==> images/final_congestion.png <==
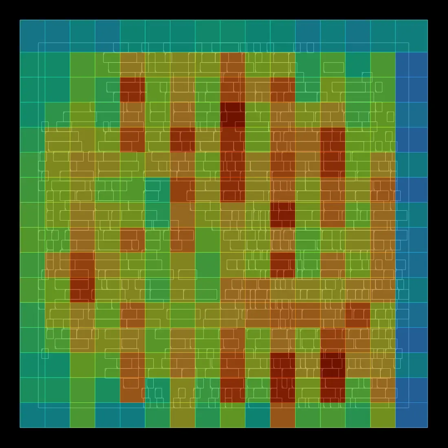
==> images/metal_stack.png <==
The bar under the picture is 20 um long.
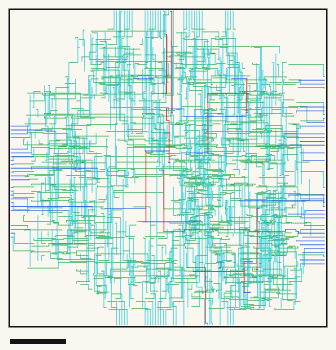
==> images/zoom.png <==
The bar under the picture is 5 um long. Region (46, 69) to (66, 89) um. Cells in grey, sequential cells in the stronger grey; small squares are vias.
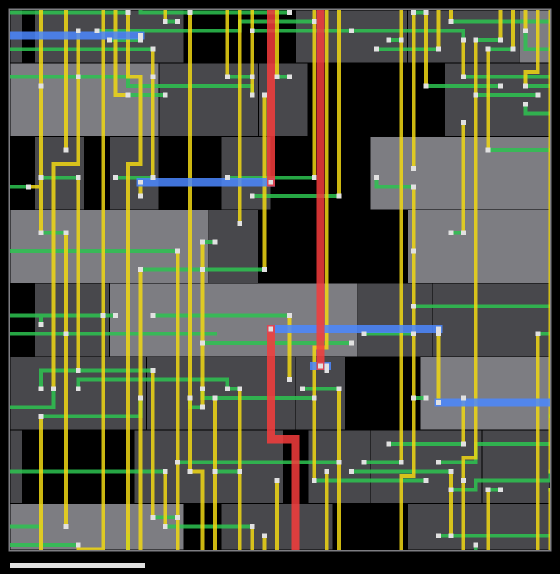
==> images/gate_families.png <==
The bar under the picture is 20 um long.
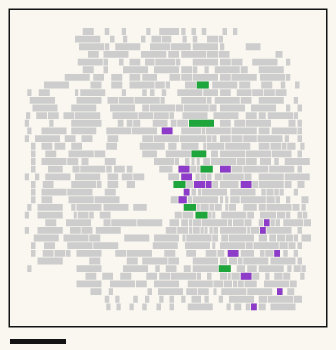
**src/rtl/mlp_frame_sequencer_if.sv**
```systemverilog
// mlp_frame_sequencer_if: feature stream, core bus and result
// port of the MLP frame sequencer, bundled for one connection.
interface mlp_frame_sequencer_if #(
  parameter int NUM_A    = 21,
  parameter int WIDTH_A  = 4,
  parameter int OUTWIDTH = 2,
  parameter int CNT_W    = 16
);
  logic                     s_valid;
  logic                     s_ready;
  logic [WIDTH_A-1:0]       s_data;
  logic                     s_last;
  logic [NUM_A*WIDTH_A-1:0] inp;
  logic [OUTWIDTH-1:0]      mlp_out;
  logic                     m_valid;
  logic                     m_ready;
  logic [OUTWIDTH-1:0]      m_class;
  logic                     frame_err;
  logic [CNT_W-1:0]         frames_done;

  modport master (
    output s_valid, s_data, s_last,
    output mlp_out, m_ready,
    input  s_ready, inp, m_valid,
    input  m_class, frame_err, frames_done
  );

  modport slave (
    input  s_valid, s_data, s_last,
    input  mlp_out, m_ready,
    output s_ready, inp, m_valid,
    output m_class, frame_err, frames_done
  );
endinterface

```
**src/rtl/mlp_frame_sequencer.sv**
```systemverilog
// mlp_frame_sequencer: assembles serial features into the MLP
// input bus, waits a settle window, then returns the class.
module mlp_frame_sequencer #(
  parameter int NUM_A         = 21,
  parameter int WIDTH_A       = 4,
  parameter int OUTWIDTH      = 2,
  parameter int SETTLE_CYCLES = 4,
  parameter int CNT_W         = 16
) (
  input  logic                   clk,
  input  logic                   rst_n,
  mlp_frame_sequencer_if.slave   bus
);
  localparam int IW = (NUM_A > 1) ? $clog2(NUM_A) : 1;
  localparam int SW =
    (SETTLE_CYCLES > 1) ? $clog2(SETTLE_CYCLES) : 1;
  localparam logic [IW-1:0] IDX_END  = IW'(NUM_A - 1);
  localparam logic [SW-1:0] CNT_INIT = SW'(SETTLE_CYCLES - 1);

  typedef enum logic [1:0] {
    LOAD,
    SETTLE,
    OUT
  } state_t;

  state_t                   r_state;
  state_t                   w_next;
  logic [IW-1:0]            r_idx;
  logic [SW-1:0]            r_cnt;
  logic [NUM_A*WIDTH_A-1:0] r_inp;
  logic                     r_mvalid;
  logic [OUTWIDTH-1:0]      r_mclass;
  logic                     r_err;
  logic [CNT_W-1:0]         r_done;

  logic w_acc;
  logic w_end;
  logic w_fire;
  logic w_out_hs;

  assign w_acc    = (r_state == LOAD) && bus.s_valid;
  assign w_end    = (r_idx == IDX_END);
  assign w_fire   = (r_state == SETTLE) && (r_cnt == '0);
  assign w_out_hs = (r_state == OUT) && bus.m_ready;

  assign bus.s_ready     = (r_state == LOAD);
  assign bus.inp         = r_inp;
  assign bus.m_valid     = r_mvalid;
  assign bus.m_class     = r_mclass;
  assign bus.frame_err   = r_err;
  assign bus.frames_done = r_done;

  // State register.
  always_ff @(posedge clk or negedge rst_n) begin
    if (!rst_n) r_state <= LOAD;
    else        r_state <= w_next;
  end

  // Next-state decode: load, settle countdown, result handshake.
  always_comb begin
    w_next = r_state;
    unique case (r_state)
      LOAD:    if (w_acc && w_end) w_next = SETTLE;
      SETTLE:  if (r_cnt == '0)    w_next = OUT;
      OUT:     if (bus.m_ready)    w_next = LOAD;
      default: w_next = LOAD;
    endcase
  end

  // Feature slot index; a short frame or a full frame restarts it.
  always_ff @(posedge clk or negedge rst_n) begin
    if (!rst_n) begin
      r_idx <= '0;
    end else if (w_acc) begin
      if (w_end || bus.s_last) r_idx <= '0;
      else                     r_idx <= r_idx + 1'b1;
    end
  end

  // Slot k only changes on the edge that accepts beat k.
  always_ff @(posedge clk or negedge rst_n) begin
    if (!rst_n) begin
      r_inp <= '0;
    end else begin
      for (int k = 0; k < NUM_A; k++) begin
        if (w_acc && (r_idx == IW'(k)))
          r_inp[k*WIDTH_A +: WIDTH_A] <= bus.s_data;
      end
    end
  end

  // Settle countdown, armed by the final beat of a frame.
  always_ff @(posedge clk or negedge rst_n) begin
    if (!rst_n) begin
      r_cnt <= '0;
    end else if (w_acc && w_end) begin
      r_cnt <= CNT_INIT;
    end else if ((r_state == SETTLE) && (r_cnt != '0)) begin
      r_cnt <= r_cnt - 1'b1;
    end
  end

  // Framing error: s_last disagrees with the slot position.
  always_ff @(posedge clk or negedge rst_n) begin
    if (!rst_n) r_err <= 1'b0;
    else        r_err <= w_acc && (w_end != bus.s_last);
  end

  // Result capture in the last settle cycle, held until taken.
  always_ff @(posedge clk or negedge rst_n) begin
    if (!rst_n) begin
      r_mvalid <= 1'b0;
      r_mclass <= '0;
    end else if (w_fire) begin
      r_mvalid <= 1'b1;
      r_mclass <= bus.mlp_out;
    end else if (w_out_hs) begin
      r_mvalid <= 1'b0;
    end
  end

  // Delivered-result counter, wraps naturally.
  always_ff @(posedge clk or negedge rst_n) begin
    if (!rst_n)        r_done <= '0;
    else if (w_out_hs) r_done <= r_done + 1'b1;
  end
endmodule
```
**src/flat_wrapper.sv**
```systemverilog
// flat-port wrapper written by rule: the top's interface ports become plain ports
module mlp_frame_sequencer_flat 
#(
  parameter int NUM_A         = 21,
  parameter int WIDTH_A       = 4,
  parameter int OUTWIDTH      = 2,
  parameter int SETTLE_CYCLES = 4,
  parameter int CNT_W         = 16
)
  (clk, rst_n, bus_s_valid, bus_s_data, bus_s_last, bus_mlp_out, bus_m_ready, bus_s_ready, bus_inp, bus_m_valid, bus_m_class, bus_frame_err, bus_frames_done);
  mlp_frame_sequencer_if #(.NUM_A(NUM_A), .WIDTH_A(WIDTH_A), .OUTWIDTH(OUTWIDTH), .CNT_W(CNT_W)) bus_i ();
  input  logic clk;
  input  logic rst_n;
  input wire logic [$bits(bus_i.s_valid)-1:0] bus_s_valid;
  input wire logic [$bits(bus_i.s_data)-1:0] bus_s_data;
  input wire logic [$bits(bus_i.s_last)-1:0] bus_s_last;
  input wire logic [$bits(bus_i.mlp_out)-1:0] bus_mlp_out;
  input wire logic [$bits(bus_i.m_ready)-1:0] bus_m_ready;
  output wire logic [$bits(bus_i.s_ready)-1:0] bus_s_ready;
  output wire logic [$bits(bus_i.inp)-1:0] bus_inp;
  output wire logic [$bits(bus_i.m_valid)-1:0] bus_m_valid;
  output wire logic [$bits(bus_i.m_class)-1:0] bus_m_class;
  output wire logic [$bits(bus_i.frame_err)-1:0] bus_frame_err;
  output wire logic [$bits(bus_i.frames_done)-1:0] bus_frames_done;
  assign bus_i.s_valid = bus_s_valid;
  assign bus_i.s_data = bus_s_data;
  assign bus_i.s_last = bus_s_last;
  assign bus_i.mlp_out = bus_mlp_out;
  assign bus_i.m_ready = bus_m_ready;
  assign bus_s_ready = bus_i.s_ready;
  assign bus_inp = bus_i.inp;
  assign bus_m_valid = bus_i.m_valid;
  assign bus_m_class = bus_i.m_class;
  assign bus_frame_err = bus_i.frame_err;
  assign bus_frames_done = bus_i.frames_done;
  mlp_frame_sequencer #(.NUM_A(NUM_A), .WIDTH_A(WIDTH_A), .OUTWIDTH(OUTWIDTH), .SETTLE_CYCLES(SETTLE_CYCLES), .CNT_W(CNT_W)) u_core (.clk(clk), .rst_n(rst_n), .bus(bus_i));
endmodule
```
**config.mk**
```make
export PLATFORM = sky130hd
export DESIGN_NAME = mlp_frame_sequencer_flat
export DESIGN_NICKNAME = d
export VERILOG_FILES = /design/src/rtl/mlp_frame_sequencer_if.sv /design/src/rtl/mlp_frame_sequencer.sv /design/src/flat_wrapper.sv
export SDC_FILE = /design/constraint.sdc
export NUM_CORES = 1
export LEC_CHECK = 0
export CORE_MARGIN = 5
export CORE_UTILIZATION = 44
export CTS_BUF_LIST = sky130_fd_sc_hd__clkbuf_8 sky130_fd_sc_hd__clkbuf_16
export DETAILED_ROUTE_END_ITERATION = 8
export GPL_ROUTABILITY_DRIVEN = 0
export PLACE_DENSITY = 0.87
export SETUP_SLACK_MARGIN = 0.05
export SYNTH_ARGS = -nofsm -noshare
export SYNTH_HDL_FRONTEND = slang
export SYNTH_SLANG_ARGS = --single-unit
```
**constraint.sdc**
```tcl
create_clock -name clk -period 1.9 [get_ports clk]
set_clock_uncertainty 0.15 [all_clocks]
set_input_delay 0.57 -clock clk [delete_from_list [all_inputs] [get_ports clk]]
set_output_delay 0.57 -clock clk [all_outputs]
set_load 0.01 [all_outputs]
```
==> metrics.yaml <==
finish:
  final_cell_mix: "dfrtp_1, buf_2, mux2_2"
  diodes: 0
worst_hold_path:
  hold_depth: 2
  whs_endpoint: "u_core.r_cnt[1]"
  min_path_type: "reg2reg"
  min_from: "u_core.r_cnt[1]"
critical_path:
  cp_max_fo: 5
  path_buffers: 1
  r2r_slack_ns: -0.03
  cpMostUsedCell: "and3_4"
  critPathRequiredTime_ns: 2.14
  crit_type: "reg2reg"
clocking:
  clockBufferDepth: 2
  cts.sinks: 113
  clk_pin_slew_ns: 0.05
  ctsHoldBuffers: 1
die:
  pin_count: 116
  rows: 37
placement:
  port_buffers: 115
drt:
  drc: 0
  drt-met1-wl_um: 4906
power_and_ir_drop:
  pg_seq_mw: 2.91
  ir_worst_vdd_v: 0.0009283
  comb_power_share_pct: 16.7
  internal-power_mw: 5.162
  switching_power_mw: 1.812
  power_frac_seq_pct: 41.7
synthesis:
  synthArstFlopShare_pct: 100.0
  edf_count: 0
  most_common_cell: "dfrtp_1"
  netlist_area_sq_mm: 0.004611
  ys_types: 30
final_timing:
  tightest_slew_ns: 0.4393
  setup_viol: 10
  fin_ws_ns: -0.03050
  rsz0062_at_grt: "yes"
flow_run:
  drv_cap: 0
  warning_count: 32
grt:
  grt_use_met3_pct: 7.008
  antenna_found_initial: 0
run_status:
  status: "finished, violations left"
  violations: "negative setup slack"
About final_congestion.png:
gr busiest metal: met2
post-DR wirelength/cell: 18.80 um
routing usage on met1: 22.56%
met2 Use GR: 35.68%
gr usage total: 20.25%

About metal_stack.png:
colour	layer	wire length
green	met1	4910 um
blue	met3	656 um
cyan	met2	6580 um
red	met4	210 um
DR vias: 3343
final wirelength: 12350 um

About zoom.png:
colour	layer
blue	met3
yellow	met2
green	met1
red	met4
netlist names of flops here include	`u_core.bus.inp` (7)
sequential cells in the window	7
cells with their middle in the window	27
most frequent	dfrtp_1 (7), buf_2 (6)

About gate_families.png:
colour	family	cells
purple	AND and OR gates	16
green	adder and majority cells	8
most frequent logic cell in the layout: dfrtp_1
final std cells w/o fill: 657
logic share of the area: 29.32%

-- kinds of logic (layout without fill, tap and decap cells) --
kind of cell             count (synthesis)  after routing  synth area share (%)
flip-flops                             113            113                 61.33
multiplexers                            87             87                 21.25
AND/OR/NAND/NOR                         81             81                 9.200
buffers and inverters                   20            206                 1.764
XOR/XNOR                                16             16                 3.039
AND-OR/OR-AND                           10             10                 1.248
adder cells (fa/ha/maj)                  8              8                 2.171
-- per-stage QoR --
step / hold WS (ns) / instances
floorplan: 0.1244 / 335
global placement: 0.3112 / 597
detailed placement: 0.3311 / 597
CTS: 0.3478 / 652
global route: 0.3732 / 657
finish: 0.3462 / 657
-- how the worst max path moves through the flow --
| stage | startpoint | endpoint | slack (ns) | cells after the start |
|---|---|---|---|---|
| after floorplan | bus_s_valid | u_core.bus.inp[68] | 0.02 | 4 |
| after global placement | bus_s_valid | u_core.bus.inp[76] | -0.54 | 5 |
| after detailed placement | bus_s_valid | u_core.bus.inp[71] | -0.60 | 5 |
| after CTS | u_core.r_state[1] | bus_s_ready | -0.04 | 2 |
| after global routing | u_core.r_state[0] | bus_s_ready | -0.09 | 2 |
| final | u_core.r_state[1] | u_core.bus.inp[54] | -0.03 | 5 |
-- registers in the layout, summed over array words and instances (netlist names) --
name                    cells
u_core.r_state              2
u_core.r_idx                5
u_core.bus.m_valid          1
u_core.bus.inp             84
u_core.bus.frames_done     16
u_core.bus.frame_err        1
u_core.r_cnt                2
u_core.bus.m_class          2
-- layout make-up --
type / count / area (sq um)
clock buffer: 21 / 469.2
clock inverter: 11 / 88.84
fill: 787 / 3595
inverter: 6 / 22.52
multi-input combinational: 202 / 1959
sequential: 113 / 2830
tap: 136 / 170.2
timing repair buffer: 168 / 1142
